### src/rtl/sm_regport_arbiter.sv
// sm_regport_arbiter
// Shares the CPU register debug read port (regAddr_o / regData_i) between
// two requesters: requester 0 (VGA debug screen) and requester 1 (e.g. a
// serial register dumper). Each requester uses a req/ack handshake; reads
// are arbitrated round-robin. The granted address is held on regAddr_o for
// RD_LAT full cycles before regData_i is captured and returned with a
// one-cycle ack pulse.
//
// Ports:
//   clk_i        system clock, all logic on the rising edge
//   rst_i        asynchronous active-high reset
//   req0_i       requester 0 read request (hold with addr0_i until ack0_o)
//   addr0_i      requester 0 register address
//   ack0_o       one-cycle pulse, rdata0_o valid
//   rdata0_o     requester 0 read data (held between acks)
//   req1_i       requester 1 read request (hold with addr1_i until ack1_o)
//   addr1_i      requester 1 register address
//   ack1_o       one-cycle pulse, rdata1_o valid
//   rdata1_o     requester 1 read data (held between acks)
//   regAddr_o    address to the CPU register debug port
//   regData_i    data from the CPU register debug port
//   busy_o       high while a read is in flight
//   gnt_o        one-hot owner of the in-flight read, 0 when idle
//
// RD_LAT must lie in 1..15 (it is loaded into a 4-bit settle counter).
module sm_regport_arbiter #(
  parameter int ADDR_W = 5,
  parameter int DATA_W = 32,
  parameter int RD_LAT = 1
) (
  input  logic              clk_i,
  input  logic              rst_i,
  input  logic              req0_i,
  input  logic [ADDR_W-1:0] addr0_i,
  output logic              ack0_o,
  output logic [DATA_W-1:0] rdata0_o,
  input  logic              req1_i,
  input  logic [ADDR_W-1:0] addr1_i,
  output logic              ack1_o,
  output logic [DATA_W-1:0] rdata1_o,
  output logic [ADDR_W-1:0] regAddr_o,
  input  logic [DATA_W-1:0] regData_i,
  output logic              busy_o,
  output logic [1:0]        gnt_o
);

  localparam logic [3:0] RD_LAT_C = 4'(RD_LAT);

  typedef enum logic {
    IDLE = 1'b0,
    WAIT = 1'b1
  } state_t;

  state_t              state_q;
  logic [3:0]          cnt_q;
  logic                last_q;
  logic [1:0]          gnt_q;
  logic                busy_q;
  logic                ack0_q;
  logic                ack1_q;
  logic [DATA_W-1:0]   rdata0_q;
  logic [DATA_W-1:0]   rdata1_q;
  logic [ADDR_W-1:0]   reg_addr_q;

  // A requester whose ack is high this cycle is still holding req from the
  // finished read; masking it stops the same read being served twice.
  logic                eff0_d;
  logic                eff1_d;
  logic                grant_d;
  logic                win_d;

  assign eff0_d  = req0_i & ~ack0_q;
  assign eff1_d  = req1_i & ~ack1_q;
  assign grant_d = eff0_d | eff1_d;
  // On contention the requester that did not win last time gets the port.
  assign win_d   = (eff0_d & eff1_d) ? ~last_q : eff1_d;

  always_ff @(posedge clk_i or posedge rst_i) begin
    if (rst_i) begin
      state_q    <= IDLE;
      cnt_q      <= 4'd0;
      last_q     <= 1'b1;  // requester 0 wins the first contended grant
      gnt_q      <= 2'b00;
      busy_q     <= 1'b0;
      ack0_q     <= 1'b0;
      ack1_q     <= 1'b0;
      rdata0_q   <= '0;
      rdata1_q   <= '0;
      reg_addr_q <= '0;
    end else begin
      // Acks are single-cycle pulses.
      ack0_q <= 1'b0;
      ack1_q <= 1'b0;
      case (state_q)
        IDLE: begin
          if (grant_d) begin
            reg_addr_q <= win_d ? addr1_i : addr0_i;
            gnt_q      <= win_d ? 2'b10 : 2'b01;
            last_q     <= win_d;
            cnt_q      <= RD_LAT_C;
            busy_q     <= 1'b1;
            state_q    <= WAIT;
          end
        end
        WAIT: begin
          cnt_q <= cnt_q - 4'd1;
          if (cnt_q == 4'd1) begin
            if (gnt_q[1]) begin
              rdata1_q <= regData_i;
              ack1_q   <= 1'b1;
            end else begin
              rdata0_q <= regData_i;
              ack0_q   <= 1'b1;
            end
            gnt_q   <= 2'b00;
            busy_q  <= 1'b0;
            state_q <= IDLE;
          end
        end
        default: state_q <= IDLE;
      endcase
    end
  end

  assign ack0_o    = ack0_q;
  assign ack1_o    = ack1_q;
  assign rdata0_o  = rdata0_q;
  assign rdata1_o  = rdata1_q;
  assign regAddr_o = reg_addr_q;
  assign busy_o    = busy_q;
  assign gnt_o     = gnt_q;

endmodule

### config.mk
export PLATFORM = sky130hd
export DESIGN_NAME = sm_regport_arbiter
export DESIGN_NICKNAME = d
export VERILOG_FILES = /design/src/rtl/sm_regport_arbiter.sv
export SDC_FILE = /design/constraint.sdc
export NUM_CORES = 1
export LEC_CHECK = 0
export ABC_CLOCK_PERIOD_IN_PS = 7200
export CORE_UTILIZATION = 50
export CTS_BUF_LIST = sky130_fd_sc_hd__clkbuf_4 sky130_fd_sc_hd__clkbuf_8
export CTS_CLUSTER_SIZE = 16
export DETAILED_ROUTE_END_ITERATION = 8
export HOLD_SLACK_MARGIN = 0.05
export PLACE_DENSITY = 0.88
export SYNTH_ARGS = -nofsm -noshare
export SYNTH_HDL_FRONTEND = slang
export SYNTH_SLANG_ARGS = --single-unit
### constraint.sdc
create_clock -name clk_i -period 7.2 [get_ports clk_i]
set_clock_uncertainty 0.05 [all_clocks]
set_input_delay 0.72 -clock clk_i [delete_from_list [all_inputs] [get_ports clk_i]]
set_output_delay 0.72 -clock clk_i [all_outputs]
set_load 0.02 [all_outputs]
**Cell area per tile**

(4 px per um) 8 x 8 tiles, from black (low) to pale yellow (high), 0 to 100% covered.
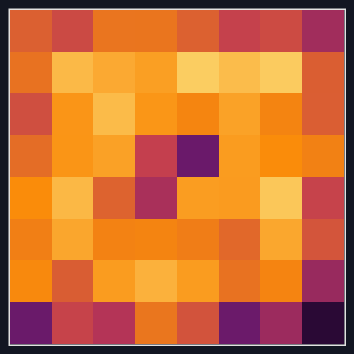
fullest tile: 89%
emptiest ninth of the die: bottom right
tiles over 75% full: 34%
mean over tiles: 66%

**The clock network**

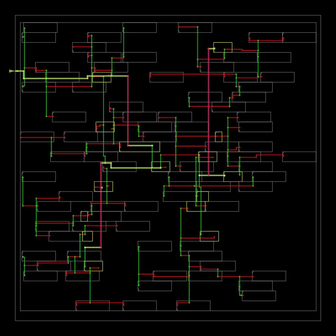
total clock sinks: 80
clock tree buffer count of the final layout: 10

==> Flow_metrics.wiki <==
=== Synthesis and place and route ===
{| class="wikitable"
! Metric !! Value
|-
| Outcome || finished, final reports clean
|-
| Number of global-route vias before repair || roughly 2,300
|-
| XOR/XNOR share of the synthesized area || 0.5261%
|-
| Row count || 29
|-
| Top logic cell by instance count in the layout || sky130_fd_sc_hd__clkdlybuf4s50_1
|-
| Count of flip-flops and latches || 80
|-
| Aoi share || 4.697%
|-
| Critical path peak fanout || 33
|-
| Sequential fraction of design power || between 30% and 40%
|-
| Area of the synthesized netlist per yosys stat || 0.003329 mm2
|-
| Required time reported for the critical path endpoint || 7.37 ns
|-
| Final worst slack || 4.924 ns
|-
| Final Hold Fails || 0
|-
| Tightest slew margin relative to the limit || 24.70%
|-
| Met2 track demand over resource || 33.92%
|-
| Final weighted congestion in routability-driven placement || 0.8032
|-
| Per-cell routed wire length || 16.71 um
|-
| Cell area reported after detailed placement || 0.004542 mm2
|-
| Origin of the worst min-delay path || busy_o
|-
| Core Util at FP || 52.14%
|-
| Die footprint || 0.006989 mm2
|}
[synth_stat cells (3+ instances only)]
cell	number	area [um2]
sky130_fd_sc_hd__buf_6	6	67.56
sky130_fd_sc_hd__nand2_1	3	11.26
sky130_fd_sc_hd__dfrtp_1	79	1977
sky130_fd_sc_hd__a22oi_1	5	37.54
sky130_fd_sc_hd__mux2_4	29	435.4
sky130_fd_sc_hd__and3b_1	7	61.31
sky130_fd_sc_hd__a22o_1	3	26.28
sky130_fd_sc_hd__o21ai_0	5	25.02
sky130_fd_sc_hd__mux2_2	35	394.1
sky130_fd_sc_hd__inv_1	10	37.54
sky130_fd_sc_hd__a221oi_1	5	43.79
Power figures rest on the tool's default switching activity, not on a simulated workload.
